### src/rtl/kernel_launcher_pkg.sv
// Shared types for the kernel launcher: host data word and the configuration
// record handed to the block dispatcher.
package kernel_launcher_pkg;

    localparam int DATA_W = 32;

    typedef logic [DATA_W-1:0] data_t;

    typedef struct packed {
        data_t       arg_ptr;
        logic [15:0] block_dim;
        data_t       num_blocks;
    } kernel_config_t;

endpackage

### src/rtl/kernel_launcher_if.sv
// Host register bus between the host (master) and the kernel launcher (slave).
interface kernel_launcher_if;
    import kernel_launcher_pkg::*;

    logic        host_wr_en;
    logic        host_rd_en;
    logic [2:0]  host_addr;
    data_t       host_wr_data;
    data_t       host_rd_data;
    logic        host_rd_valid;

    modport master (
        output host_wr_en, host_rd_en, host_addr, host_wr_data,
        input  host_rd_data, host_rd_valid
    );

    modport slave (
        input  host_wr_en, host_rd_en, host_addr, host_wr_data,
        output host_rd_data, host_rd_valid
    );

endinterface

### src/rtl/kernel_launcher.sv
// Host-programmed kernel launcher: register file, launch FSM (reset then start
// the dispatcher), completion/watchdog tracking and completion interrupt.
module kernel_launcher
    import kernel_launcher_pkg::*;
#(
    parameter int WATCHDOG_CYCLES = 0
) (
    input  logic             clk,
    input  logic             reset,
    kernel_launcher_if.slave host,
    output kernel_config_t   kernel_config,
    output logic             dispatch_reset,
    output logic             dispatch_start,
    input  logic             dispatch_done,
    output logic             irq
);

    localparam logic [2:0] ADDR_CTRL   = 3'd0;
    localparam logic [2:0] ADDR_NBLK   = 3'd1;
    localparam logic [2:0] ADDR_STATUS = 3'd2;
    localparam logic [2:0] ADDR_CYCLES = 3'd3;
    localparam logic [2:0] ADDR_LCOUNT = 3'd4;
    localparam data_t      WD_LAST     = data_t'(WATCHDOG_CYCLES - 1);

    typedef enum logic [2:0] {
        S_IDLE,
        S_PREP,
        S_RUN,
        S_DRAIN,
        S_ABORT
    } state_t;

    state_t r_state;
    state_t w_next;

    logic  r_irq_en;
    data_t r_num_blocks;
    data_t r_shadow;
    logic  r_done;
    logic  r_zero_err;
    logic  r_busy_err;
    logic  r_wd_err;
    data_t r_cycle_count;
    data_t r_launch_count;
    data_t r_rd_data;
    logic  r_rd_valid;

    logic  w_ctrl_wr;
    logic  w_launch;
    logic  w_clear;
    logic  w_idle;
    logic  w_accept;
    logic  w_wd_expire;
    data_t w_rd_mux;

    function automatic data_t sat_inc(input data_t v);
        return (&v) ? v : v + data_t'(1);
    endfunction

    assign w_ctrl_wr   = host.host_wr_en && (host.host_addr == ADDR_CTRL);
    assign w_launch    = w_ctrl_wr && host.host_wr_data[0];
    assign w_clear     = w_ctrl_wr && host.host_wr_data[1];
    assign w_idle      = (r_state == S_IDLE);
    assign w_accept    = w_launch && w_idle && (r_num_blocks != '0);
    assign w_wd_expire = (WATCHDOG_CYCLES != 0) && (r_cycle_count == WD_LAST) && !dispatch_done;

    always_ff @(posedge clk) begin
        if (reset) begin
            r_state <= S_IDLE;
        end else begin
            r_state <= w_next;
        end
    end

    // dispatch_reset is forced high while our own reset is asserted so the
    // dispatcher comes out of reset together with the launcher.
    always_comb begin
        w_next         = r_state;
        dispatch_reset = reset;
        dispatch_start = 1'b0;
        case (r_state)
            S_IDLE: begin
                if (w_accept) w_next = S_PREP;
            end
            S_PREP: begin
                dispatch_reset = 1'b1;
                w_next         = S_RUN;
            end
            S_RUN: begin
                dispatch_start = 1'b1;
                if (dispatch_done)    w_next = S_DRAIN;
                else if (w_wd_expire) w_next = S_ABORT;
            end
            S_DRAIN: begin
                w_next = S_IDLE;
            end
            S_ABORT: begin
                dispatch_reset = 1'b1;
                w_next         = S_IDLE;
            end
            default: begin
                w_next = S_IDLE;
            end
        endcase
    end

    // Later assignments override earlier ones: clear_status first, then the
    // launch evaluation and set events, so a set always beats a clear.
    always_ff @(posedge clk) begin
        if (reset) begin
            r_irq_en       <= 1'b0;
            r_num_blocks   <= '0;
            r_shadow       <= '0;
            r_done         <= 1'b0;
            r_zero_err     <= 1'b0;
            r_busy_err     <= 1'b0;
            r_wd_err       <= 1'b0;
            r_cycle_count  <= '0;
            r_launch_count <= '0;
            r_rd_data      <= '0;
            r_rd_valid     <= 1'b0;
        end else begin
            r_rd_valid <= host.host_rd_en;
            r_rd_data  <= host.host_rd_en ? w_rd_mux : '0;

            if (w_ctrl_wr) r_irq_en <= host.host_wr_data[2];
            if (host.host_wr_en && (host.host_addr == ADDR_NBLK) && w_idle)
                r_num_blocks <= host.host_wr_data;

            if (w_clear) begin
                r_done     <= 1'b0;
                r_zero_err <= 1'b0;
                r_busy_err <= 1'b0;
                r_wd_err   <= 1'b0;
            end

            if (w_accept) begin
                r_done         <= 1'b0;
                r_cycle_count  <= '0;
                r_launch_count <= r_launch_count + data_t'(1);
                r_shadow       <= r_num_blocks;
            end
            if (w_launch && w_idle && (r_num_blocks == '0)) r_zero_err <= 1'b1;
            if (w_launch && !w_idle)                        r_busy_err <= 1'b1;

            if (r_state == S_RUN) begin
                r_cycle_count <= sat_inc(r_cycle_count);
                if (dispatch_done)    r_done   <= 1'b1;
                else if (w_wd_expire) r_wd_err <= 1'b1;
            end
        end
    end

    always_comb begin
        w_rd_mux = '0;
        case (host.host_addr)
            ADDR_CTRL:   w_rd_mux[2]   = r_irq_en;
            ADDR_NBLK:   w_rd_mux      = r_num_blocks;
            ADDR_STATUS: w_rd_mux[4:0] = {r_wd_err, r_busy_err, r_zero_err, r_done, !w_idle};
            ADDR_CYCLES: w_rd_mux      = r_cycle_count;
            ADDR_LCOUNT: w_rd_mux      = r_launch_count;
            default:     w_rd_mux      = '0;
        endcase
    end

    always_comb begin
        kernel_config            = '0;
        kernel_config.num_blocks = r_shadow;
    end

    assign irq                = r_irq_en & (r_done | r_wd_err);
    assign host.host_rd_data  = r_rd_data;
    assign host.host_rd_valid = r_rd_valid;

endmodule

### src/flat_wrapper.sv
// flat-port wrapper written by rule: the top's interface ports become plain ports
module kernel_launcher_flat import kernel_launcher_pkg::*;
#(
    parameter int WATCHDOG_CYCLES = 0
)
  (clk, reset, kernel_config, dispatch_reset, dispatch_start, dispatch_done, irq, host_host_wr_en, host_host_rd_en, host_host_addr, host_host_wr_data, host_host_rd_data, host_host_rd_valid);
  kernel_launcher_if host_i ();
  input  logic clk;
  input  logic reset;
  output kernel_config_t kernel_config;
  output logic dispatch_reset;
  output logic dispatch_start;
  input  logic dispatch_done;
  output logic irq;
  input wire logic [$bits(host_i.host_wr_en)-1:0] host_host_wr_en;
  input wire logic [$bits(host_i.host_rd_en)-1:0] host_host_rd_en;
  input wire logic [$bits(host_i.host_addr)-1:0] host_host_addr;
  input wire logic [$bits(host_i.host_wr_data)-1:0] host_host_wr_data;
  output wire logic [$bits(host_i.host_rd_data)-1:0] host_host_rd_data;
  output wire logic [$bits(host_i.host_rd_valid)-1:0] host_host_rd_valid;
  assign host_i.host_wr_en = host_host_wr_en;
  assign host_i.host_rd_en = host_host_rd_en;
  assign host_i.host_addr = host_host_addr;
  assign host_i.host_wr_data = host_host_wr_data;
  assign host_host_rd_data = host_i.host_rd_data;
  assign host_host_rd_valid = host_i.host_rd_valid;
  kernel_launcher #(.WATCHDOG_CYCLES(WATCHDOG_CYCLES)) u_core (.clk(clk), .reset(reset), .host(host_i), .kernel_config(kernel_config), .dispatch_reset(dispatch_reset), .dispatch_start(dispatch_start), .dispatch_done(dispatch_done), .irq(irq));
endmodule
### config.mk
export PLATFORM = sky130hd
export DESIGN_NAME = kernel_launcher_flat
export DESIGN_NICKNAME = d
export VERILOG_FILES = /design/src/rtl/kernel_launcher_pkg.sv /design/src/rtl/kernel_launcher_if.sv /design/src/rtl/kernel_launcher.sv /design/src/flat_wrapper.sv
export SDC_FILE = /design/constraint.sdc
export NUM_CORES = 1
export LEC_CHECK = 0
export CORE_ASPECT_RATIO = 0.75
export CORE_MARGIN = 2
export CORE_UTILIZATION = 47
export CTS_CLUSTER_DIAMETER = 60
export CTS_CLUSTER_SIZE = 20
export DETAILED_ROUTE_END_ITERATION = 8
export PLACE_DENSITY = 0.8
export SYNTH_ARGS = -nofsm -noshare
export SYNTH_HDL_FRONTEND = slang
export SYNTH_SLANG_ARGS = --single-unit
### constraint.sdc
create_clock -name clk -period 1.9 [get_ports clk]
set_clock_uncertainty 0.05 [all_clocks]
set_input_delay 0.19 -clock clk [delete_from_list [all_inputs] [get_ports clk]]
set_output_delay 0.19 -clock clk [all_outputs]
set_load 0.01 [all_outputs]
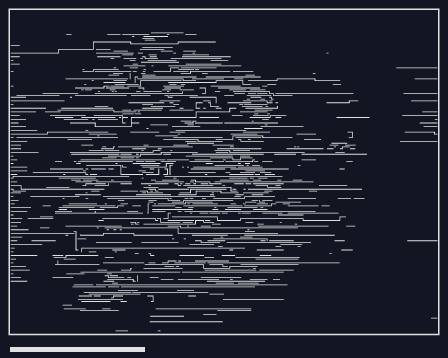
Fig. 1. Met3 routing.
The bar under the picture is 50 um long.
longest straight run: 70.4 um
main direction: horizontal
share of all routed wire: 15%

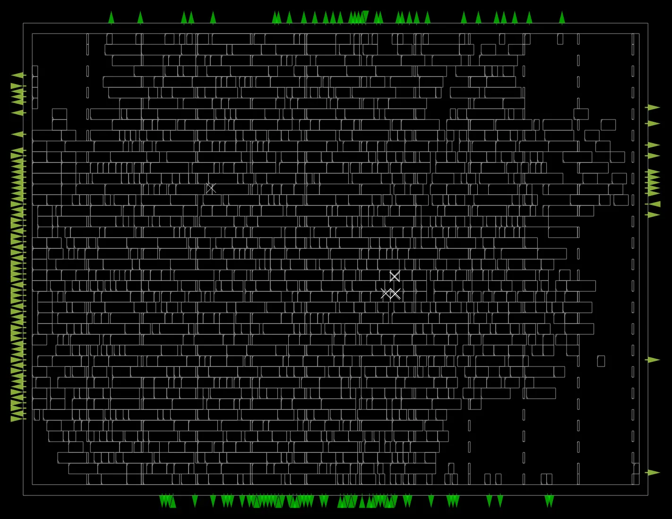
Fig. 2. Placement view.
registers: 167
Fillers: 1113
Core Util, Final: 71.95%
Rows: 42
Layout Cells excl Fill: 1500

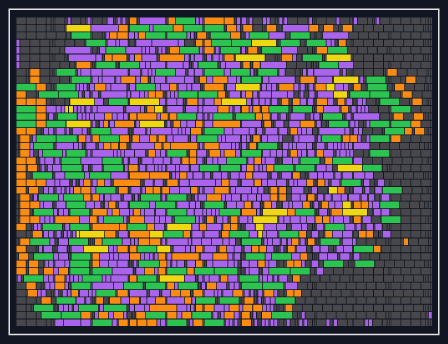
Fig. 3. Cell classes on the final placement.
Fill, decap, tap and diode cells in gray.
[sequential cells] green | cells: 167
[clock drivers and dummy loads] yellow | cells: 31
[remaining logic cells] purple | cells: 759
[remaining buffers and delay cells] orange | cells: 301

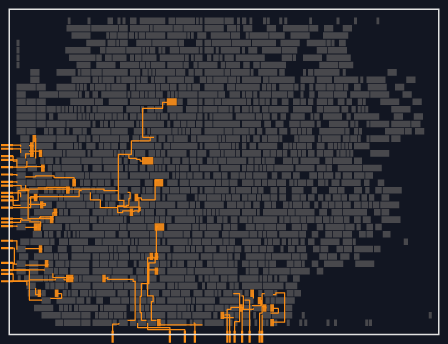
Fig. 4. Nets reached from selected ports.
[host_host_wr_data] orange | bits: 32 | direction: input | end cells: 37 | buffers: 34 | wire: 821 um

==> run_results.csv <==
group,metric,value,unit
critical_path,crit_chain,"nor4_2 > nand2_2 > buf_6 > nor4_4 > buf_6 > buf_16 > buf_8 > nor4b_2 > mux2_2",
place,placed_area,10460,um2
critical_path,crit_top_cell,"buf_6",
detailed_routing,wl,37410,um
floorplanning,core_area,17550,um2
synthesis,netlist.area_leader.share,39.92,%
detailed_routing,ant_nets,0,
place,dpl.cell_count,1435,
place,routabilityCongestion,0.9750,
critical_path,end_kind,"register",
detailed_routing,first_iter_violations,2000,
global_routing,grt_use_met3,11.88,%
cts,insertion_delay,0.45,ns
global_routing,top_usage_layer,"met2",
detailed_routing,dr_wl_met2,15570,um
detailed_routing,highest_layer,"met5",
critical_path,arrival,2.60,ns
sta,fmax,0.4289,GHz
detailed_routing,vias_per_cell,6.715,
detailed_routing,drc,10,
cts,postCtsSetupBuffers,14,
synthesis,synth_chip_area,8376,um2
synthesis,yosysWarnings,0,
sta,setup_viol,102,
outcome,violations,"DRC, setup timing",
sta,post-route-worst-setup-slack,-0.4316,ns
sta,hold_slack,0.1273,ns
floorplanning,num_io_pins,156,
final_layout,drive_above_1_share,33.31,%
final_layout,final_cell_mix,"154 x dfxtp_1, 146 x buf_4, 103 x clkdlybuf4s50_1",
pwr,vdd_drop_max,0.5523,mV
outcome,status,"finished with violations",
min_path,min_path_type,"in2reg",
synthesis,edf_count,0,
critical_path,path_depth,9,
-- Yosys cell counts (6+ instances only) --
cell	instances
a21oi_1	107
a31oi_1	7
and3_1	13
and4_1	12
buf_1	6
buf_2	18
buf_4	52
buf_6	6
clkbuf_1	47
dfxtp_1	167
inv_1	12
mux2_2	11
mux2i_1	41
nand2_1	104
nand3_1	56
nand4_1	24
nor2_1	88
nor2b_1	9
nor3_1	11
nor4_1	15
o21ai_0	38
o311ai_0	18
o31ai_1	10
o41ai_1	18
or2_2	20
or3_1	13
or4_1	9
-- kinds of logic after synthesis --
group	synth area share [%]
flops	39.92
buf+inv	9.516
simple gates	24.29
fa+ha+maj	0.7469
other cells	0.04477
xor+xnor	0.6274
mux	6.379
compound gates	18.48
-- cell type report --
type,instances,area [um2]
clock buffer,22,474.2
clock inverter,9,113.9
fill,1113,4923
inverter,12,45.04
multi-input combinational,747,5391
sequential,167,3364
tap,242,302.8
timing repair buffer,301,2937
-- final timing paths --
path / from / endpoint / slack, ns
max: u_core.r_num_blocks[2]$_SDFFE_PP0P_ / u_core.r_launch_count[28]$_SDFFE_PP0P_ / -0.43
min: reset / u_core.r_shadow[8]$_SDFFE_PP0P_ / 0.13
max reg2reg: u_core.r_num_blocks[2]$_SDFFE_PP0P_ / u_core.r_launch_count[28]$_SDFFE_PP0P_ / -0.43
min reg2reg: u_core.r_shadow[18]$_SDFFE_PP0P_ / u_core.r_shadow[18]$_SDFFE_PP0P_ / 0.44
-- power breakdown --
| group | internal, mW | leakage [nW] | switching [mW] |
|---|---|---|---|
| combinational | 1.04 | 3.03 | 1.18 |
| clock | 2.05 | 0.292 | 1.55 |
| sequential | 3.52 | 1.35 | 0.0224 |
Power figures rest on the tool's default switching activity, not on a simulated workload.
